[src/rtl/cmd_scheduler.sv]
// cmd_scheduler: round-robin arbiter that shares the single SD CMD engine among
// up to four command requesters in the clk_host domain.
//
// A requester is granted in IDLE, and its index and argument are latched and
// presented to the CMD engine with new_command held high. The scheduler then
// waits for cmd_complete or a timeout. It reports the response and status back
// to the granted requester with a one-cycle done_valid pulse, then holds an
// idle gap before the next grant.
//
// Ports:
//   clk_host, reset_host    clock (rising edge), async active-high reset
//   req_valid/index/argument per-requester command requests (packed fields)
//   req_ready               one-hot pulse: request accepted
//   done_valid              one-hot pulse: request finished
//   done_response/index_error/timeout  held status of the last command
//   new_command, cmd_index, cmd_argument  drive to the CMD engine
//   cmd_complete, cmd_index_error, response  results from the CMD engine
//   busy                    scheduler not idle
//   grant_id                current or last granted requester
module cmd_scheduler #(
    parameter int NUM_REQ        = 3,
    parameter int TIMEOUT_CYCLES = 1024,
    parameter int GAP_CYCLES     = 8
) (
    input  logic                    clk_host,
    input  logic                    reset_host,
    input  logic [NUM_REQ-1:0]      req_valid,
    input  logic [6*NUM_REQ-1:0]    req_index,
    input  logic [32*NUM_REQ-1:0]   req_argument,
    output logic [NUM_REQ-1:0]      req_ready,
    output logic [NUM_REQ-1:0]      done_valid,
    output logic [127:0]            done_response,
    output logic                    done_index_error,
    output logic                    done_timeout,
    output logic                    new_command,
    output logic [5:0]              cmd_index,
    output logic [31:0]             cmd_argument,
    input  logic                    cmd_complete,
    input  logic                    cmd_index_error,
    input  logic [127:0]            response,
    output logic                    busy,
    output logic [1:0]              grant_id
);

    localparam logic [1:0] IDLE = 2'd0;
    localparam logic [1:0] WAIT = 2'd1;
    localparam logic [1:0] GAP  = 2'd2;

    localparam logic [15:0] TIMER_LAST = 16'(TIMEOUT_CYCLES - 1);
    localparam logic [7:0]  GAP_LAST   = 8'(GAP_CYCLES - 1);

    logic [1:0]         state_q, state_d;
    logic [1:0]         rr_ptr_q, rr_ptr_d;
    logic [15:0]        timer_q, timer_d;
    logic [7:0]         gap_cnt_q, gap_cnt_d;
    logic               new_command_q, new_command_d;
    logic [5:0]         cmd_index_q, cmd_index_d;
    logic [31:0]        cmd_argument_q, cmd_argument_d;
    logic [NUM_REQ-1:0] req_ready_q, req_ready_d;
    logic [NUM_REQ-1:0] done_valid_q, done_valid_d;
    logic [127:0]       done_response_q, done_response_d;
    logic               done_index_error_q, done_index_error_d;
    logic               done_timeout_q, done_timeout_d;
    logic [1:0]         grant_q, grant_d;

    // Round-robin search: first pending requester after rr_ptr, wrapping.
    logic       found;
    logic [1:0] sel;
    logic [1:0] cand;
    always_comb begin
        found = 1'b0;
        sel   = rr_ptr_q;
        cand  = '0;
        for (int i = 1; i <= NUM_REQ; i++) begin
            cand = 2'((int'(rr_ptr_q) + i) % NUM_REQ);
            for (int j = 0; j < NUM_REQ; j++) begin
                if (!found && cand == 2'(j) && req_valid[j]) begin
                    found = 1'b1;
                    sel   = cand;
                end
            end
        end
    end

    // Field mux and one-hot decodes for the selected and granted requesters.
    logic [5:0]         sel_index;
    logic [31:0]        sel_argument;
    logic [NUM_REQ-1:0] sel_onehot;
    logic [NUM_REQ-1:0] grant_onehot;
    always_comb begin
        sel_index    = '0;
        sel_argument = '0;
        sel_onehot   = '0;
        grant_onehot = '0;
        for (int i = 0; i < NUM_REQ; i++) begin
            if (sel == 2'(i)) begin
                sel_index    = req_index[6*i +: 6];
                sel_argument = req_argument[32*i +: 32];
                sel_onehot[i] = 1'b1;
            end
            if (grant_q == 2'(i)) begin
                grant_onehot[i] = 1'b1;
            end
        end
    end

    always_comb begin
        state_d            = state_q;
        rr_ptr_d           = rr_ptr_q;
        timer_d            = timer_q;
        gap_cnt_d          = gap_cnt_q;
        new_command_d      = new_command_q;
        cmd_index_d        = cmd_index_q;
        cmd_argument_d     = cmd_argument_q;
        req_ready_d        = '0;
        done_valid_d       = '0;
        done_response_d    = done_response_q;
        done_index_error_d = done_index_error_q;
        done_timeout_d     = done_timeout_q;
        grant_d            = grant_q;

        case (state_q)
            IDLE: begin
                if (found) begin
                    cmd_index_d    = sel_index;
                    cmd_argument_d = sel_argument;
                    new_command_d  = 1'b1;
                    req_ready_d    = sel_onehot;
                    grant_d        = sel;
                    rr_ptr_d       = sel;
                    timer_d        = '0;
                    state_d        = WAIT;
                end
            end
            WAIT: begin
                // Completion takes priority over a timeout on the same edge.
                if (cmd_complete || timer_q == TIMER_LAST) begin
                    new_command_d = 1'b0;
                    done_valid_d  = grant_onehot;
                    gap_cnt_d     = '0;
                    state_d       = (GAP_CYCLES == 0) ? IDLE : GAP;
                    if (cmd_complete) begin
                        done_response_d    = response;
                        done_index_error_d = cmd_index_error;
                        done_timeout_d     = 1'b0;
                    end else begin
                        done_response_d    = '0;
                        done_index_error_d = 1'b0;
                        done_timeout_d     = 1'b1;
                    end
                end else begin
                    timer_d = timer_q + 16'd1;
                end
            end
            GAP: begin
                if (gap_cnt_q == GAP_LAST) begin
                    state_d = IDLE;
                end else begin
                    gap_cnt_d = gap_cnt_q + 8'd1;
                end
            end
            default: state_d = IDLE;
        endcase
    end

    always_ff @(posedge clk_host or posedge reset_host) begin
        if (reset_host) begin
            state_q            <= IDLE;
            rr_ptr_q           <= 2'(NUM_REQ - 1);
            timer_q            <= '0;
            gap_cnt_q          <= '0;
            new_command_q      <= 1'b0;
            cmd_index_q        <= '0;
            cmd_argument_q     <= '0;
            req_ready_q        <= '0;
            done_valid_q       <= '0;
            done_response_q    <= '0;
            done_index_error_q <= 1'b0;
            done_timeout_q     <= 1'b0;
            grant_q            <= '0;
        end else begin
            state_q            <= state_d;
            rr_ptr_q           <= rr_ptr_d;
            timer_q            <= timer_d;
            gap_cnt_q          <= gap_cnt_d;
            new_command_q      <= new_command_d;
            cmd_index_q        <= cmd_index_d;
            cmd_argument_q     <= cmd_argument_d;
            req_ready_q        <= req_ready_d;
            done_valid_q       <= done_valid_d;
            done_response_q    <= done_response_d;
            done_index_error_q <= done_index_error_d;
            done_timeout_q     <= done_timeout_d;
            grant_q            <= grant_d;
        end
    end

    assign req_ready        = req_ready_q;
    assign done_valid       = done_valid_q;
    assign done_response    = done_response_q;
    assign done_index_error = done_index_error_q;
    assign done_timeout     = done_timeout_q;
    assign new_command      = new_command_q;
    assign cmd_index        = cmd_index_q;
    assign cmd_argument     = cmd_argument_q;
    assign grant_id         = grant_q;
    assign busy             = (state_q != IDLE);

endmodule

[config.mk]
export PLATFORM = sky130hd
export DESIGN_NAME = cmd_scheduler
export DESIGN_NICKNAME = d
export VERILOG_FILES = /design/src/rtl/cmd_scheduler.sv
export SDC_FILE = /design/constraint.sdc
export NUM_CORES = 1
export LEC_CHECK = 0
export CORE_AREA = 3 3 163 165
export CTS_CLUSTER_DIAMETER = 40
export CTS_CLUSTER_SIZE = 10
export DETAILED_ROUTE_END_ITERATION = 8
export DIE_AREA = 0 0 166 168
export PLACE_DENSITY = 0.7
export REMOVE_ABC_BUFFERS = 1
export SYNTH_ARGS = -nofsm -noshare
export SYNTH_HDL_FRONTEND = slang
export SYNTH_SLANG_ARGS = --single-unit
[constraint.sdc]
create_clock -name clk_host -period 9.4 [get_ports clk_host]
set_clock_uncertainty 0.2 [all_clocks]
set_input_delay 2.35 -clock clk_host [delete_from_list [all_inputs] [get_ports clk_host]]
set_output_delay 2.35 -clock clk_host [all_outputs]
set_load 0.005 [all_outputs]
Figure 1. Cells coloured by class.
Fill, decap, tap and diode cells in grey.
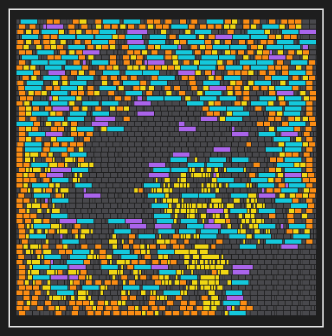
legend:
  cyan:
    class: flops
    cells: 204
  purple:
    class: clock drivers and dummy loads
    cells: 66
  orange:
    class: other buffers and delay cells
    cells: 436
  yellow:
    class: combinational and other logic
    cells: 456

Figure 2. Drive-strength map.
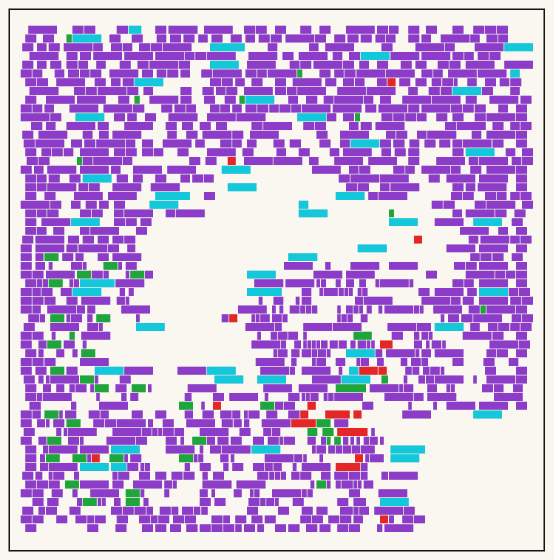
legend:
  cyan:
    size: _6 and larger
    cells: 49
    share: 4.2%
  purple:
    size: _0 and _1 cells
    cells: 1,050
    share: 90%
  green:
    size: _2 cells
    cells: 45
    share: 3.9%
  red:
    size: _3 and _4 cells
    cells: 18
    share: 1.5%

==> impl_metrics.toml <==
# physical design summary
[setup_path]
r2r_start = "rr_ptr_q[0]"
worst-path-buf-inv = 3
r2r_cells = 10
crit_slowest_cell = "sky130_fd_sc_hd__a222oi_1"
timing.critical_path.to = "cmd_argument[19]"
setup.worst_path.class = "primary input to flip-flop"
startpoint = "req_valid[2]"
crit_chain = "clkdlybuf4s50_1 > a222oi_1 > nand2_1 > nor4b_1 > o31ai_4 > buf_4 > and2_1 > buf_4 > a211oi_1"
worst_path_dominant_cell_family = "AND-OR/OR-AND gates"
endpoint_kind = "flip-flop"
rrSetupSlack_ps = 5150
worst_r2r_endpoint = "cmd_argument[19]"
critPathArrivalTime_ps = 5710

[run]
max-cap-violations = 0
stage_log_warnings = 32

[place]
placedCellCount = 1426
dpl_cell_area_mm2 = 0.0132
pre_cts_slack_ps = 3410
hpwl_um = 21700

[yosys]
yosys.cell_types.count = 56
share_of_synthesized_registers_carrying_an_async_set_or_reset_pct = 100
postSynthCellCount = 719
post_synth_mux_area_share_pct = 0.115
synth_warnings = 0
yosys-dominant-comb-family = "AND-OR/OR-AND gates"
synth_adder_area_share_pct = 0.865
ys_sh_simple_pct = 8.87
synth_top_cell_by_count = "sky130_fd_sc_hd__dfrtp_1"

[final_layout]
seqAreaFraction_pct = 35.3
fin_cells = 1495
register_area_mm2 = 0.00511
nMultiInputCombCells = 443
sh_comb_area_pct = 22.6
clkbuf_count = 47
nFillCells = 2101
largest_register_ff_count = 128
drive_above_1_share_pct = 9.64
layout.area.comb_mm2 = 0.00327
top_area_cell_class = "sequential cells"
num-nets-final = 1392

[timing]
finalSetupViolations = 0
max_clock_freq_mhz = 181
totalNegativeSetupSlack_ps = 0
final.period_utilization_pct = 58.8
report.final.hold_viol_count = 0

[floorplan]
die.size.y_um = 168
design.die.area_mm2 = 0.0279
floorplanUtilization_pct = 34.5
floorplan.io_pins = 427
chipWidth_um = 166

[detailed_routing]
m1WireLength_um = 12000
final_antenna_net_count = 0
drt_iter0_markers = 461

[power]
power_leader = "clock"
cell_internal_pwr_uw = 1980
power.static_leakage_uw = 0.00607
power.clock.total_uw = 1340
power.switching_uw = 552
share_clk_of_total_power_pct = 53.0
share_seq_of_total_power_pct = 36.5

[global_route]
antenna_found_initial = 3
use_met2_pct = 35.5
grt_util_all_layers_pct = 21.1
grt_overflow = 0

[clocking]
post-cts-setup-buffer-count = 0
clkTransAtPathRegs_ps = 40
worst_skew_pair.late_latency_ps = 500
number_of_sinks_driven_by_the_clock_tree = 204
buffers_from_clock_root_to_sink_at_most = 3
tritoncts = "done"
tritoncts.num_buffers = 39

[min_path]
hold_crit_start = "cmd_index[5]"
whs_endpoint = "cmd_index[5]"

[outcome]
outcome = "complete, no violations"
Figure 3. Cell placement.
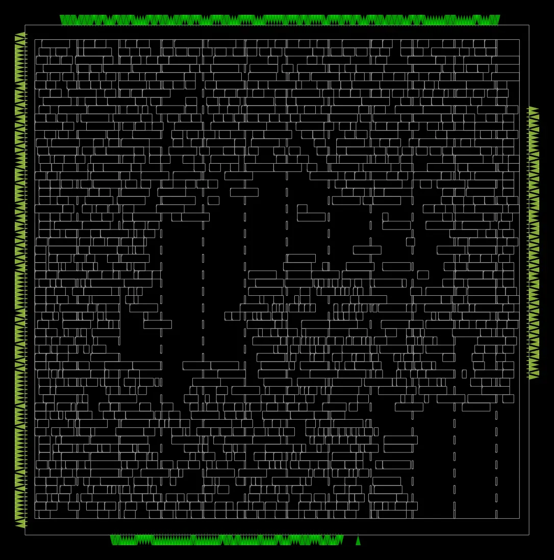
post-layout util: 57.4%
site row count: 58
number of tap instances: 330
core outline area: 0.0252 mm^2

Figure 4. Nets reached from selected ports.
The bar under the picture is 50 um long.
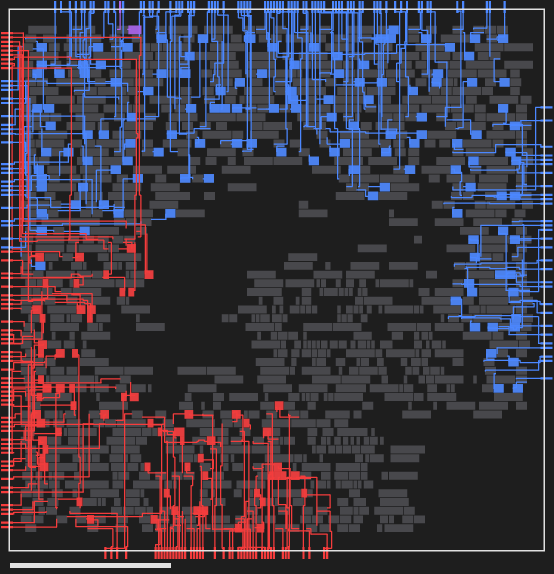
legend:
  blue:
    port: `response`
    bits: 128
    direction: input
    edge: 77 top, 29 right, 22 left
    end_cells: 128
    buffers: 128
    wire: 4,300 um
  purple:
    port: `reset_host`
    bits: 1
    direction: input
    edge: top
    end_cells: 1
    buffers: 1
    wire: 7.50 um
  red:
    port: `req_argument`
    bits: 96
    direction: input
    edge: 53 left, 43 bottom
    end_cells: 65
    buffers: 96
    wire: 3,400 um

